==> run_1/met2.png <==
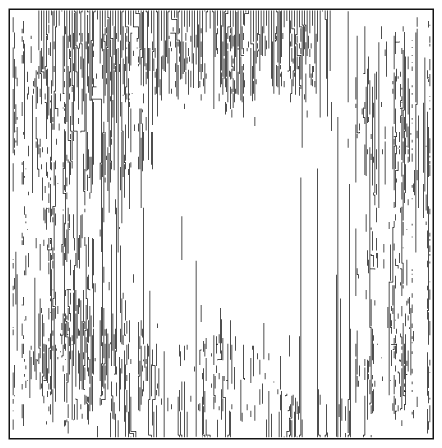
==> run_1/met1.png <==
Supply wires on this layer in gray.
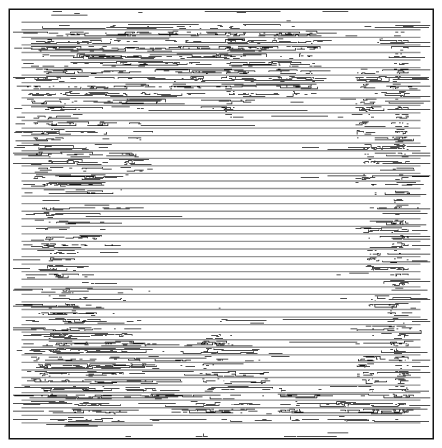
==> run_1/final_clocks.png <==
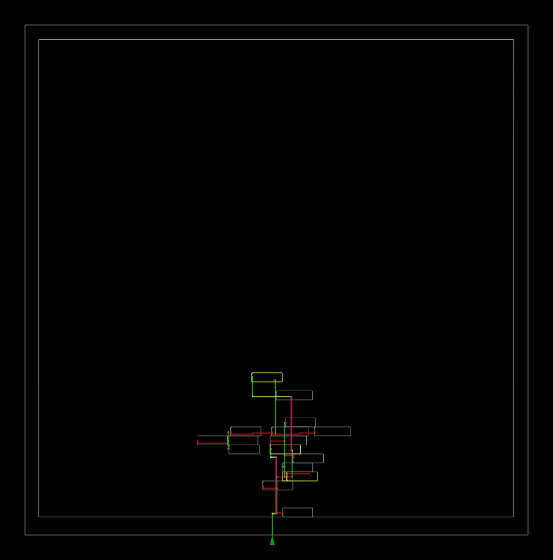
<file path="config.mk">
export PLATFORM = sky130hd
export DESIGN_NAME = tcm_dport_arbiter
export DESIGN_NICKNAME = d
export VERILOG_FILES = /design/src/rtl/tcm_dport_arbiter.sv
export SDC_FILE = /design/constraint.sdc
export NUM_CORES = 1
export LEC_CHECK = 0
export CAP_MARGIN = 0
export CORE_AREA = 4 4 148 150
export CTS_CLUSTER_SIZE = 24
export DETAILED_ROUTE_END_ITERATION = 7
export DIE_AREA = 0 0 152 154
export REMOVE_ABC_BUFFERS = 1
export SYNTH_ARGS = -nofsm -noshare
export SYNTH_HDL_FRONTEND = slang
export SYNTH_SLANG_ARGS = --single-unit
</file>
<file path="constraint.sdc">
create_clock -name clk_i -period 4.3 [get_ports clk_i]
set_clock_uncertainty 0.15 [all_clocks]
set_input_delay 1.29 -clock clk_i [delete_from_list [all_inputs] [get_ports clk_i]]
set_output_delay 1.29 -clock clk_i [all_outputs]
set_load 0.03 [all_outputs]
</file>
<file path="src/rtl/tcm_dport_arbiter.sv">
// Two-master round-robin arbiter for the TCM data port. A master-ID FIFO records
// the owner of every accepted request so in-order responses return to the issuer.
module tcm_dport_arbiter #(
  parameter int OUTSTANDING = 4
) (
  input  logic        clk_i,
  input  logic        rst_i,

  input  logic [31:0] m0_addr_i,
  input  logic [31:0] m0_data_wr_i,
  input  logic        m0_rd_i,
  input  logic [3:0]  m0_wr_i,
  input  logic        m0_cacheable_i,
  input  logic [10:0] m0_req_tag_i,
  output logic        m0_accept_o,
  output logic        m0_ack_o,
  output logic [31:0] m0_data_rd_o,
  output logic        m0_error_o,
  output logic [10:0] m0_resp_tag_o,

  input  logic [31:0] m1_addr_i,
  input  logic [31:0] m1_data_wr_i,
  input  logic        m1_rd_i,
  input  logic [3:0]  m1_wr_i,
  input  logic        m1_cacheable_i,
  input  logic [10:0] m1_req_tag_i,
  output logic        m1_accept_o,
  output logic        m1_ack_o,
  output logic [31:0] m1_data_rd_o,
  output logic        m1_error_o,
  output logic [10:0] m1_resp_tag_o,

  output logic [31:0] s_addr_o,
  output logic [31:0] s_data_wr_o,
  output logic        s_rd_o,
  output logic [3:0]  s_wr_o,
  output logic        s_cacheable_o,
  output logic [10:0] s_req_tag_o,
  input  logic        s_accept_i,
  input  logic        s_ack_i,
  input  logic [31:0] s_data_rd_i,
  input  logic        s_error_i,
  input  logic [10:0] s_resp_tag_i,

  output logic        busy_o,
  output logic        orphan_ack_o
);

  localparam int PW = (OUTSTANDING > 1) ? $clog2(OUTSTANDING) : 1;
  localparam int CW = PW + 1;
  localparam logic [CW-1:0] FULL_CNT = CW'(OUTSTANDING);

  typedef struct packed {
    logic [31:0] addr;
    logic [31:0] data_wr;
    logic        rd;
    logic [3:0]  wr;
    logic        cacheable;
    logic [10:0] tag;
  } req_t;

  typedef struct packed {
    logic        ack;
    logic [31:0] data_rd;
    logic        error;
    logic [10:0] tag;
  } resp_t;

  // prio_q == 0 gives master 0 priority on a tie, 1 gives master 1.
  logic                   prio_q, prio_d;
  logic                   orphan_q, orphan_d;
  logic [CW-1:0]          count_q, count_d;
  logic [PW-1:0]          wr_ptr_q, wr_ptr_d;
  logic [PW-1:0]          rd_ptr_q, rd_ptr_d;
  logic [OUTSTANDING-1:0] fifo_q, fifo_d;

  req_t  m0_req, m1_req, s_req;
  resp_t s_resp, m0_resp, m1_resp;
  logic  req0, req1, grant0, grant1;
  logic  full, empty, issue, push, push_id, pop, head_id;

  // NOTE: every signal assigned in this block gets a default first, so no path
  // can leave one unassigned and infer a latch.
  always_comb begin
    m0_req  = '{m0_addr_i, m0_data_wr_i, m0_rd_i, m0_wr_i, m0_cacheable_i, m0_req_tag_i};
    m1_req  = '{m1_addr_i, m1_data_wr_i, m1_rd_i, m1_wr_i, m1_cacheable_i, m1_req_tag_i};
    s_resp  = '{1'b1, s_data_rd_i, s_error_i, s_resp_tag_i};

    req0    = m0_rd_i | (|m0_wr_i);
    req1    = m1_rd_i | (|m1_wr_i);
    grant0  = req0 & (~req1 | ~prio_q);
    grant1  = req1 & (~req0 |  prio_q);

    full    = (count_q == FULL_CNT);
    empty   = (count_q == '0);
    issue   = (grant0 | grant1) & ~full & ~rst_i;

    s_req   = '0;
    if (issue) s_req = grant1 ? m1_req : m0_req;

    m0_accept_o = grant0 & s_accept_i & issue;
    m1_accept_o = grant1 & s_accept_i & issue;
    push        = m0_accept_o | m1_accept_o;
    push_id     = m1_accept_o;

    // Response path is purely combinational: the FIFO head selects the owner.
    head_id = fifo_q[rd_ptr_q];
    pop     = s_ack_i & ~empty & ~rst_i;
    m0_resp = '0;
    m1_resp = '0;
    if (pop && !head_id) m0_resp = s_resp;
    if (pop &&  head_id) m1_resp = s_resp;

    wr_ptr_d = wr_ptr_q + PW'(push);
    rd_ptr_d = rd_ptr_q + PW'(pop);
    count_d  = count_q + CW'(push) - CW'(pop);
    prio_d   = push ? ~push_id : prio_q;
    orphan_d = orphan_q | (s_ack_i & empty & ~rst_i);
    fifo_d   = fifo_q;
    if (push) fifo_d[wr_ptr_q] = push_id;
  end

  assign s_addr_o      = s_req.addr;
  assign s_data_wr_o   = s_req.data_wr;
  assign s_rd_o        = s_req.rd;
  assign s_wr_o        = s_req.wr;
  assign s_cacheable_o = s_req.cacheable;
  assign s_req_tag_o   = s_req.tag;

  assign m0_ack_o      = m0_resp.ack;
  assign m0_data_rd_o  = m0_resp.data_rd;
  assign m0_error_o    = m0_resp.error;
  assign m0_resp_tag_o = m0_resp.tag;
  assign m1_ack_o      = m1_resp.ack;
  assign m1_data_rd_o  = m1_resp.data_rd;
  assign m1_error_o    = m1_resp.error;
  assign m1_resp_tag_o = m1_resp.tag;

  assign busy_o        = ~empty;
  assign orphan_ack_o  = orphan_q;

  // NOTE: sequential state uses non-blocking assignments so every flop samples
  // the pre-edge values regardless of statement order.
  always_ff @(posedge clk_i or posedge rst_i) begin
    if (rst_i) begin
      prio_q   <= 1'b0;
      orphan_q <= 1'b0;
      count_q  <= '0;
      wr_ptr_q <= '0;
      rd_ptr_q <= '0;
    end else begin
      prio_q   <= prio_d;
      orphan_q <= orphan_d;
      count_q  <= count_d;
      wr_ptr_q <= wr_ptr_d;
      rd_ptr_q <= rd_ptr_d;
    end
  end

  // NOTE: the ID storage has no reset; an entry is only read once count_q marks
  // it valid, so clearing it would add reset fan-out for no behavioural gain.
  always_ff @(posedge clk_i) begin
    fifo_q <= fifo_d;
  end

endmodule

</file>
==> impl_metrics.env, run 1 <==
# flow metrics
export IMPL_final_cell_mix="clkdlybuf4s50_1 (203), nand2_1 (199), buf_4 (127), buf_6 (59), buf_12 (53)"
export IMPL_synthSimpleGateAreaFrac=0.454
export IMPL_violations="negative setup slack"
export IMPL_rsz0062_at_grt="true"
export IMPL_synth_cells=484
export IMPL_cts_root_buf="clkbuf_16"
export IMPL_die_y_um=154
export IMPL_warnings=27
export IMPL_clkPwrFrac=0.037
export IMPL_syn_area_per_cell_um2=6.08
export IMPL_maxCapViolCount=0
export IMPL_overflow=0
export IMPL_slew_violations=0
export IMPL_place_ws_ns=-0.500
export IMPL_via_per_inst=4.34
export IMPL_drt_wirelength_per_cell_um=18.4
export IMPL_top_area_cell="nand2_1"
export IMPL_fp_dieW_um=152
export IMPL_cts_tree="yes"
export IMPL_synth_area_um2=2940
export IMPL_core_area_um2=20700
export IMPL_lay_top_count="clkdlybuf4s50_1"
export IMPL_grt_pass1_wl_mm=31.0
export IMPL_cts_resized_gates=179
export IMPL_portBuffers=384
export IMPL_synth_stat_cells=484
export IMPL_arrival_ns=2.92
export IMPL_ctsHtreeMaxLevel=1
export IMPL_ys_seq_share=0.117
export IMPL_finalNetCount=1111
export IMPL_slew_headroom=0.567
export IMPL_switching_share=0.508
export IMPL_clkLatencyLatePin_ns=0.24
export IMPL_cts_setup_buffers=9
export IMPL_top_area_frac=0.254
export IMPL_drtPass1Iterations=4
export IMPL_finalHoldViolCount=0
export IMPL_yosysUniqueCellTypes=32
export IMPL_fin_area_um2=8740
export IMPL_grt_max_degree=39
export IMPL_dp_hpwl_mm=17.5
export IMPL_setup_viol=71
export IMPL_gp_congestion=0.903
export IMPL_cts_hold_buf=0
export IMPL_fmax_ghz=0.229
export IMPL_yosys_area_share_xor_xnor=0.0119
export IMPL_clk_pin_slew_ns=0.04
export IMPL_clock_path_buffers=2
export IMPL_path_class="input pin to output port"
export IMPL_die_area_um2=23400
export IMPL_status="finished with violations"
export IMPL_route_detailed_drc=0
export IMPL_area_leaders="nand2_1 (25%), o22ai_2 (17%), and3_1 (9.8%)"
export IMPL_fa_ha_area_frac=0.0238
export IMPL_layout_min_cycle_time_ns=4.36
export IMPL_worstMarginPinSlew_ns=0.649
export IMPL_fin_ws_ns=-0.0632
export IMPL_grt_pass1_vias=5244
export IMPL_placed_area_um2=7450
export IMPL_yosysWarningCount=0
export IMPL_compound_area_frac=0.282
export IMPL_num_io_pins=385
export IMPL_first_iter_violations=217
export IMPL_hold_class="register to register"
export IMPL_ys_flops=13
export IMPL_worstPathRequired_ns=2.86
export IMPL_fp_util=0.142
export IMPL_power_internal_mw=2.31
export IMPL_crit_path_start_kind="input pin"
export IMPL_antenna_left=0
export IMPL_syn2layout_area_growth_pct=197
export IMPL_antenna_found_initial=2
export IMPL_ys_sh_mux=0.00765
export IMPL_drive_gt1_frac=0.393
export IMPL_seq_power_share=0.049
export IMPL_std_cell_rows=53
export IMPL_fin_util=0.423
export IMPL_crit_fanout=7
export IMPL_crit_path_end_kind="output port"
export IMPL_fin_setup_tns_ns=-2.99
export IMPL_power_density_nw_per_um2=537
export IMPL_track_usage=0.166
export IMPL_finalCritPeriodShare=1.01
export IMPL_comb_power_share=0.914
export IMPL_peakVddDrop_mv=0.248
export IMPL_yosys_area_um2=2940
export IMPL_logic_family="simple AND/OR/NAND/NOR gates"
export IMPL_fin_worst_hold_slack_ns=0.313
export IMPL_p_switching_mw=2.39
export IMPL_p_leak_nw=3.72
Notes on met2.png above:
nets with wire on the layer	941
wire length on this layer	10,900 µm
longest straight run	115 µm
met2 usage: 0.306
vias: 5,082
WL final: 21.5 mm

Notes on met1.png above:
wire length on this layer	7,900 µm
main direction	horizontal
met1 GRT Util: 0.181

Notes on final_clocks.png above:
clk sinks: 13
TritonCTS buffer count: 3

==> run 1: cell type report <==
| type | instances | area [µm²] |
|---|---|---|
| Fill cell | 2030 | 11900 |
| Timing Repair Buffer | 458 | 4980 |
| Multi-Input combinational cell | 414 | 2970 |
| Sequential cell | 13 | 345 |
| Tap cell | 275 | 344 |
| Clock buffer | 4 | 78.8 |
| Inverter | 6 | 22.5 |
| Antenna cell | 1 | 2.50 |
==> run 1: synthesized netlist by cell type <==
master,number
or4_4,2
buf_6,8
o22ai_1,37
inv_2,1
o21ai_0,3
and2_1,1
dfrtp_1,9
o2bb2ai_1,1
nand2_2,2
xor2_1,2
inv_1,5
nor3b_1,2
nand2_1,199
mux4_2,1
o211ai_4,1
a21oi_1,6
clkbuf_1,27
xnor2_1,2
o22ai_2,39
fa_1,1
ha_1,4
nor2b_1,1
o21ai_2,1
or2_4,2
nor2_1,52
nor3_1,4
o21bai_4,1
edfxtp_1,4
and3_1,46
nand3_1,1
buf_2,18
a31o_2,1
==> run 1: sequential cells by signal, summed over array words and instances, names as in the netlist <==
name / count
rd_ptr_q: 2
prio_q: 1
orphan_ack_o: 1
count_q: 3
fifo_q: 4
wr_ptr_q: 2
==> run 1: stage by stage <==
step                      power (mW)  instances
after global routing            4.92       1171
after detailed placement        3.53       1152
after CTS                       4.54       1170
after global placement          3.52       1152
final                           4.70       1171
after floorplan                 1.91        431
==> run 1: power by group through the flow <==
| stage | Sequential (mW) | Combinational, mW | Clock, mW |
|---|---|---|---|
| 6_report | 0.231 | 4.29 | 0.174 |
| 2_1_floorplan | 0.226 | 1.68 | 0 |
| 3_3_place_gp | 0.228 | 3.29 | 0 |
| 4_1_cts | 0.231 | 4.13 | 0.178 |
| 5_1_grt | 0.240 | 4.50 | 0.185 |
| 3_5_place_dp | 0.229 | 3.30 | 0 |
==> run 1: cells by family (layout without fill, tap and decap cells) <==
kind of cell,Yosys count,in the layout
xor+xnor,4,4
mux,1,1
buf+inv,59,468
other cells,0,1
simple gates,312,314
flops,13,13
fa+ha+maj,5,5
compound gates,90,90
==> run 1: final timing paths <==
path / from / to / slack [ns] / cells after the start
max in group asynchronous: rst_i / count_q[1]$_DFF_PP0_ / 2.55 / 3
setup reg to reg: count_q[2]$_DFF_PP0_ / count_q[2]$_DFF_PP0_ / 1.73 / 11
setup / recovery: m0_wr_i[1] / s_req_tag_o[3] / -0.06 / 8
hold / removal: orphan_ack_o$_DFF_PP0_ / orphan_ack_o$_DFF_PP0_ / 0.31 / 1
min in group asynchronous: rst_i / count_q[0]$_DFF_PP0_ / 1.31 / 3
hold reg to reg: orphan_ack_o$_DFF_PP0_ / orphan_ack_o$_DFF_PP0_ / 0.31 / 1
==> run 1: layer usage <==
layer  part of all wire  GRT usage  up-vias
li1                   -          -     2477
met4              0.041     0.0638        0
met3              0.083     0.0456       38
met5                  0          0        -
met1               0.37      0.181     2272
met2               0.51      0.306      295
==> run 1: worst max-delay path, cell delays in order <==
cell and delay, ns:
buf_6 0.09, or4_4 0.56, or2_4 0.32, buf_12 0.14
nand2_8 0.11, buf_12 0.16, o22ai_4 0.09, buf_12 0.14
==> run 2, diff against run 1 <==
--- a/config.mk
+++ b/config.mk
@@ -6,10 +6,11 @@
 export NUM_CORES = 1
 export LEC_CHECK = 0
 export CAP_MARGIN = 0
-export CORE_AREA = 4 4 148 150
+export CORE_AREA = 4 4 147 149
 export CTS_CLUSTER_SIZE = 24
 export DETAILED_ROUTE_END_ITERATION = 7
-export DIE_AREA = 0 0 152 154
+export DIE_AREA = 0 0 151 153
+export HOLD_SLACK_MARGIN = 0.06
 export REMOVE_ABC_BUFFERS = 1
 export SYNTH_ARGS = -nofsm -noshare
 export SYNTH_HDL_FRONTEND = slang
==> constraint.sdc (replaced) <==
create_clock -name clk_i -period 5.6 [get_ports clk_i]
set_clock_uncertainty 0.15 [all_clocks]
set_input_delay 1.68 -clock clk_i [delete_from_list [all_inputs] [get_ports clk_i]]
set_output_delay 1.68 -clock clk_i [all_outputs]
set_load 0.03 [all_outputs]
==> run_2/gate_families.png <==
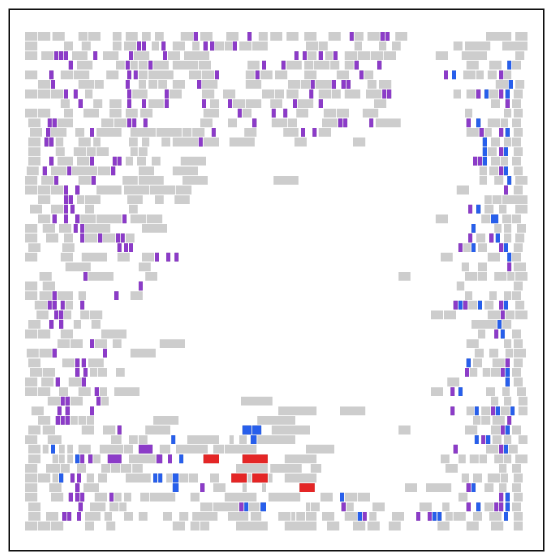
color	family	cells	most used	where
red	adder and majority cells	5	ha_1	south
blue	NOR gates	59	nor2_1	all over the die
purple	NAND gates	202	nand2_1	all over the die
fraction of area in multi-input gates: 0.323
final non-filler cell total: 1,120
dominant logic cell type in the layout: clkdlybuf4s50_1

==> run 2 against run 1 <==
Against the previous run: the run now ends clean; highest routed layer unchanged; cell area decreased by 16%; die size down 1.3%; sequential cell count did not move.
==> impl_metrics.env, run 2 <==
# flow metrics
export IMPL_status="finished clean"
export IMPL_setup_viol=0
export IMPL_num_io_pins=385
export IMPL_finalCritPeriodShare=0.994
export IMPL_diodes=0
export IMPL_path_class="input pin to output port"
export IMPL_drtPass1Iterations=6
export IMPL_crit_path_end_kind="output port"
export IMPL_ys_seq_share=0.117
export IMPL_via_per_inst=4.18
export IMPL_common_cells="nand2_1 (199), nor2_1 (52), and3_1 (46)"
export IMPL_fmax_ghz=0.180
export IMPL_slew_violations=0
export IMPL_clock_path_buffers=2
export IMPL_placed_area_um2=7190
export IMPL_cts_root_buf="clkbuf_16"
export IMPL_overflow=0
export IMPL_hold_start="orphan_ack_o$_DFF_PP0_"
export IMPL_vias=4681
export IMPL_drt_wirelength_per_cell_um=16.6
export IMPL_totalWireLength_mm=18.6
export IMPL_peakVddDrop_mv=0.180
export IMPL_synth_area_um2=2940
export IMPL_ff_type="dfrtp_1"
export IMPL_finalHoldViolCount=0
export IMPL_syn2layout_area_growth_pct=149
export IMPL_hold_class="register to register"
export IMPL_drive_gt1_frac=0.306
export IMPL_layout_min_cycle_time_ns=5.57
export IMPL_dp_hpwl_mm=16.3
export IMPL_warnings=26
export IMPL_route_detailed_drc=0
export IMPL_clkLatencyLatePin_ns=0.24
export IMPL_die_y_um=153
export IMPL_yosysWarningCount=0
export IMPL_cts_tree="yes"
export IMPL_largest_reg_flops=4
export IMPL_yosys_area_um2=2940
export IMPL_grt_pass1_vias=4362
export IMPL_clkPwrFrac=0.048
export IMPL_async_flop_share=0.692
export IMPL_first_iter_violations=160
export IMPL_yosysUniqueCellTypes=32
export IMPL_synth_cells=484
export IMPL_crit_path_start_kind="input pin"
export IMPL_fp_util=0.146
export IMPL_die_area_um2=23100
export IMPL_antenna_left=0
export IMPL_top_register="fifo_q"
export IMPL_arrival_ns=3.74
export IMPL_clock_sinks=13
export IMPL_area_leaders="nand2_1 (25%), o22ai_2 (17%), and3_1 (9.8%)"
export IMPL_p_leak_nw=3.27
export IMPL_top_cell="nand2_1"
export IMPL_top_area_frac=0.254
export IMPL_fin_area_um2=7320
export IMPL_ctsHtreeMaxLevel=1
export IMPL_fp_dieW_um=151
export IMPL_syn_area_per_cell_um2=6.08
export IMPL_comb_power_share=0.889
export IMPL_rsz0062_at_grt="true"
export IMPL_seq_power_share=0.064
export IMPL_worstPathRequired_ns=3.77
export IMPL_std_cell_rows=52
export IMPL_grt_max_degree=85
export IMPL_power_density_nw_per_um2=376
export IMPL_switching_share=0.537
export IMPL_ys_flops=13
export IMPL_power_internal_mw=1.27
export IMPL_gp_congestion=0.866
export IMPL_crit_fanout=16
export IMPL_r2r_start="count_q[1]$_DFF_PP0_"
export IMPL_dp_cells=1116
export IMPL_finalNetCount=1066
export IMPL_worstMarginPinSlew_ns=0.661
export IMPL_portBuffers=384
export IMPL_maxCapViolCount=0
export IMPL_core_area_um2=20200
export IMPL_antenna_found_initial=0
export IMPL_reg_top3="fifo_q x4, count_q x3"
export IMPL_top_area_cell="nand2_1"
export IMPL_edf_count=4
export IMPL_startpoint="m0_wr_i[1]"
export IMPL_cts_hold_buf=0
export IMPL_track_usage=0.142
export IMPL_p_switching_mw=1.48
export IMPL_numCtsBuffers=3
export IMPL_clk_pin_slew_ns=0.04
export IMPL_synth_stat_cells=484
export IMPL_grt_pass1_wl_mm=25.8
export IMPL_slew_headroom=0.559
export IMPL_final_cell_mix="clkdlybuf4s50_1 (217), nand2_1 (199), buf_4 (157), nor2_1 (52), and3_1 (45)"
## run 2: cell counts after synthesis
Identical to the previous run, type by type.
## run 2: power groups by stage
stage | logic (mW) | clock network (mW) | registers, mW
finish | 2.44 | 0.131 | 0.175
global placement | 2.43 | 0 | 0.175
global route | 2.58 | 0.139 | 0.182
detailed placement | 2.43 | 0 | 0.176
CTS | 2.44 | 0.134 | 0.175
floorplan | 1.29 | 0 | 0.174
## run 2: final cells by class
type | count | area, µm²
multi-input combinational | 412 | 2360
inverter | 6 | 22.5
clock buffer | 4 | 78.8
fill | 2138 | 12900
timing repair buffer | 415 | 4170
tap | 270 | 338
sequential | 13 | 345
## run 2: worst paths after layout
kind | slack, ns | cells past startpoint | endpoint
worst max-delay path | 0.03 | 8 | s_data_wr_o[5]
worst min-delay path | 0.31 | 1 | orphan_ack_o$_DFF_PP0_
worst max register to register | 2.94 | 11 | count_q[2]$_DFF_PP0_
worst min register to register | 0.31 | 1 | orphan_ack_o$_DFF_PP0_
max in group asynchronous | 3.46 | 3 | rd_ptr_q[1]$_DFF_PP0_
min in group asynchronous | 1.70 | 3 | orphan_ack_o$_DFF_PP0_
## run 2: per-stage QoR
step / util / setup WS, ns / power [mW] / hold WS (ns) / TNS (ns)
3_5_place_dp: 0.357 / 0.0285 / 2.61 / 0.306 / 0
4_1_cts: 0.361 / 0.0270 / 2.75 / 0.315 / 0
2_1_floorplan: - / -4.71 / 1.47 / 0.300 / -403.78
3_3_place_gp: 0.357 / 0.0505 / 2.60 / 0.301 / 0
6_report: 0.363 / 0.0335 / 2.75 / 0.309 / 0
5_1_grt: 0.363 / -0.0213 / 2.90 / 0.337 / -0.0213
## run 2: layer usage
layer	vias up	wire, µm	GRT usage
li1	2371	-	-
met1	2032	6850	0.162
met2	266	9510	0.269
met3	12	2060	0.0373
met4	0	211	0.0186
met5	-	0	0
## run 2: cell families (layout without fill, tap and decap cells)
kind of cell | Yosys count | count (layout) | synth area share
XOR/XNOR | 4 | 4 | 0.0119
buffers and inverters | 59 | 425 | 0.103
multiplexers | 1 | 1 | 0.00765
AND/OR/NAND/NOR | 312 | 312 | 0.454
adder cells (fa/ha/maj) | 5 | 5 | 0.0238
flip-flops | 13 | 13 | 0.117
AND-OR/OR-AND | 90 | 90 | 0.282
## run 2: timing repair
action | in CTS | in global routing
endpoints found under the setup margin | 0 | 7
setup buffers | 0 | 0
gates resized | 0 | 7
## run 2: worst max-delay path, stage by stage
cell,delay [ns]
clkdlybuf4s50_1,0.45
or4_4,0.55
or2_4,0.27
nand2_4,0.22
buf_4,0.18
o22ai_1,0.07
buf_4,0.16
buf_12,0.13
==> run 3, diff against run 2 <==
--- a/config.mk
+++ b/config.mk
@@ -5,6 +5,7 @@
 export SDC_FILE = /design/constraint.sdc
 export NUM_CORES = 1
 export LEC_CHECK = 0
+export ABC_CLOCK_PERIOD_IN_PS = 5600
 export CAP_MARGIN = 0
 export CORE_AREA = 4 4 147 149
 export CTS_CLUSTER_SIZE = 24
==> run_3/met1.png <==
Supply wires on this layer in gray.
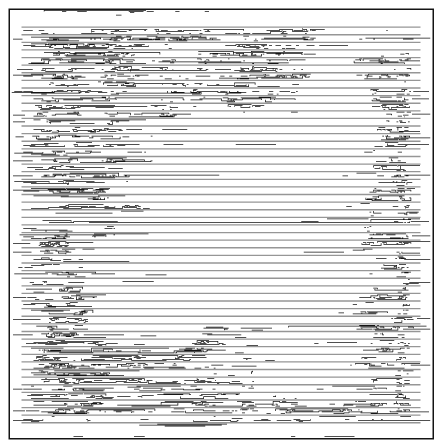
longest straight run	112 µm
nets with wire on the layer	870
main direction	horizontal
share of all routed wire	37%
wire length on this layer	6,850 µm
WL final: 18.6 mm
met1 GRT Util: 0.162
vias: 4,681

==> run 3 against run 2 <==
Against the previous run: sequential power is essentially flat; count of clock-buffer cells in the layout is the same; combinational power barely moved.
==> impl_metrics.env, run 3 <==
# flow metrics
export IMPL_status="finished clean"
export IMPL_yosys_area_um2=2940
export IMPL_fin_worst_hold_slack_ns=0.309
export IMPL_top_register="fifo_q"
export IMPL_first_iter_violations=160
export IMPL_drive_gt1_frac=0.306
export IMPL_wl_met3_mm=2.06
export IMPL_clk_pin_slew_ns=0.04
export IMPL_worst_r2r_setup_slack_ns=2.94
export IMPL_top_layer_used="met4"
export IMPL_grt_max_degree=85
export IMPL_area_leaders="nand2_1 (25%), o22ai_2 (17%), and3_1 (9.8%)"
export IMPL_lay_top_count="clkdlybuf4s50_1"
export IMPL_yosysWarningCount=0
export IMPL_num_io_pins=385
export IMPL_dp_hpwl_mm=16.3
export IMPL_layout_min_cycle_time_ns=5.57
export IMPL_hold_start="orphan_ack_o$_DFF_PP0_"
export IMPL_drtPass1Iterations=6
export IMPL_die_area_um2=23100
export IMPL_rr_worst_depth=11
export IMPL_antenna_found_initial=0
export IMPL_grt_pass1_vias=4362
export IMPL_seq_power_share=0.064
export IMPL_top_area_frac=0.254
export IMPL_fin_area_um2=7320
export IMPL_warnings=26
export IMPL_synth_area_um2=2940
export IMPL_hold_depth=1
export IMPL_holdPathEnd="orphan_ack_o$_DFF_PP0_"
export IMPL_common_cells="nand2_1 (199), nor2_1 (52), and3_1 (46)"
export IMPL_numCtsBuffers=3
export IMPL_finalCritPeriodShare=0.994
export IMPL_antenna_left=0
export IMPL_track_usage=0.142
export IMPL_portBuffers=384
export IMPL_async_flop_share=0.692
export IMPL_clock_sinks=13
export IMPL_via_per_inst=4.18
export IMPL_gp_congestion=0.866
export IMPL_cts_tree="yes"
export IMPL_r2r_end="count_q[2]$_DFF_PP0_"
export IMPL_yosysUniqueCellTypes=32
export IMPL_fp_util=0.146
export IMPL_clkPwrFrac=0.048
export IMPL_top_cell="nand2_1"
export IMPL_wl_met1_mm=6.85
export IMPL_finalHoldViolCount=0
export IMPL_synth_cells=484
export IMPL_crit_path_start_kind="input pin"
export IMPL_syn_area_per_cell_um2=6.08
export IMPL_ys_seq_share=0.117
export IMPL_cts_setup_buffers=0
export IMPL_worstPathRequired_ns=3.77
export IMPL_worstMarginPinSlew_ns=0.661
export IMPL_p_leak_nw=3.27
export IMPL_startpoint="m0_wr_i[1]"
export IMPL_peakVddDrop_mv=0.180
export IMPL_synth_stat_cells=484
export IMPL_largest_reg_flops=4
export IMPL_fin_util=0.363
export IMPL_fp_dieW_um=151
export IMPL_ff_type="dfrtp_1"
export IMPL_placed_area_um2=7190
export IMPL_setup_viol=0
export IMPL_power_density_nw_per_um2=376
export IMPL_crit_path_end_kind="output port"
export IMPL_route_detailed_drc=0
export IMPL_slew_violations=0
export IMPL_p_switching_mw=1.48
export IMPL_cts_root_buf="clkbuf_16"
export IMPL_r2r_start="count_q[1]$_DFF_PP0_"
export IMPL_std_cell_rows=52
export IMPL_crit_fanout=16
export IMPL_syn2layout_area_growth_pct=149
export IMPL_diodes=0
export IMPL_hold_class="register to register"
export IMPL_overflow=0
export IMPL_fmax_ghz=0.180
export IMPL_power_internal_mw=1.27
export IMPL_clock_path_buffers=2
export IMPL_route_met2_wl_mm=9.51
export IMPL_comb_power_share=0.889
export IMPL_core_area_um2=20200
export IMPL_finalNetCount=1066
export IMPL_slew_headroom=0.559
export IMPL_reg_top3="fifo_q x4, count_q x3"
export IMPL_drt_wirelength_per_cell_um=16.6
export IMPL_path_class="input pin to output port"
export IMPL_clkLatencyLatePin_ns=0.24
==> run 3: cell counts after synthesis <==
Identical to the previous run, type by type.
==> run 3: timing repair <==
item,in CTS,in global routing
hold buffers,0,0
gates resized,0,7
endpoints found under the setup margin,0,7
==> run 3: kinds of logic after synthesis <==
kind of cell	share of synthesized area
simple gates	0.454
compound gates	0.282
buf+inv	0.103
flops	0.117
fa+ha+maj	0.0238
xor+xnor	0.0119
mux	0.00765
==> run 3: metrics by stage <==
stage | setup TNS [ns] | total power [mW] | std cells | setup WS (ns)
global route | -0.0213 | 2.90 | 1120 | -0.0213
global placement | 0 | 2.60 | 1116 | 0.0505
floorplan | -403.78 | 1.47 | 431 | -4.71
finish | 0 | 2.75 | 1120 | 0.0335
detailed placement | 0 | 2.61 | 1116 | 0.0285
CTS | 0 | 2.75 | 1120 | 0.0270
==> run 3: final cells by class <==
cell class	count	area [µm²]
clock buffers	4	78.8
fillers	2138	12900
inverters	6	22.5
multi-input cells	412	2360
flip-flops and latches	13	345
well taps	270	338
repair buffers	415	4170
==> run 3: power groups by stage <==
stage	Combinational [mW]	Clock [mW]	Sequential, mW
floorplan	1.29	0	0.174
finish	2.44	0.131	0.175
global placement	2.43	0	0.175
CTS	2.44	0.134	0.175
global route	2.58	0.139	0.182
detailed placement	2.43	0	0.176
==> run 3: worst max path at each step <==
stage,slack [ns],to
2_1_floorplan,-4.71,m1_accept_o
3_3_place_gp,0.05,s_data_wr_o[5]
3_5_place_dp,0.03,s_data_wr_o[5]
4_1_cts,0.03,s_data_wr_o[5]
5_1_grt,-0.02,s_data_wr_o[5]
6_report,0.03,s_data_wr_o[5]
==> run 3: worst max-delay path: stages <==
cell	delay, ns
clkdlybuf4s50_1	0.45
or4_4	0.55
or2_4	0.27
nand2_4	0.22
buf_4	0.18
o22ai_1	0.07
buf_4	0.16
buf_12	0.13
==> run 3: routing by layer <==
metal  vias up  global-route usage
li1       2371                   -
met2       266               0.269
met1      2032               0.162
met3        12              0.0373
met4         0              0.0186
met5         -                   0
No activity file was given, so power comes from the tool's default toggle rates.
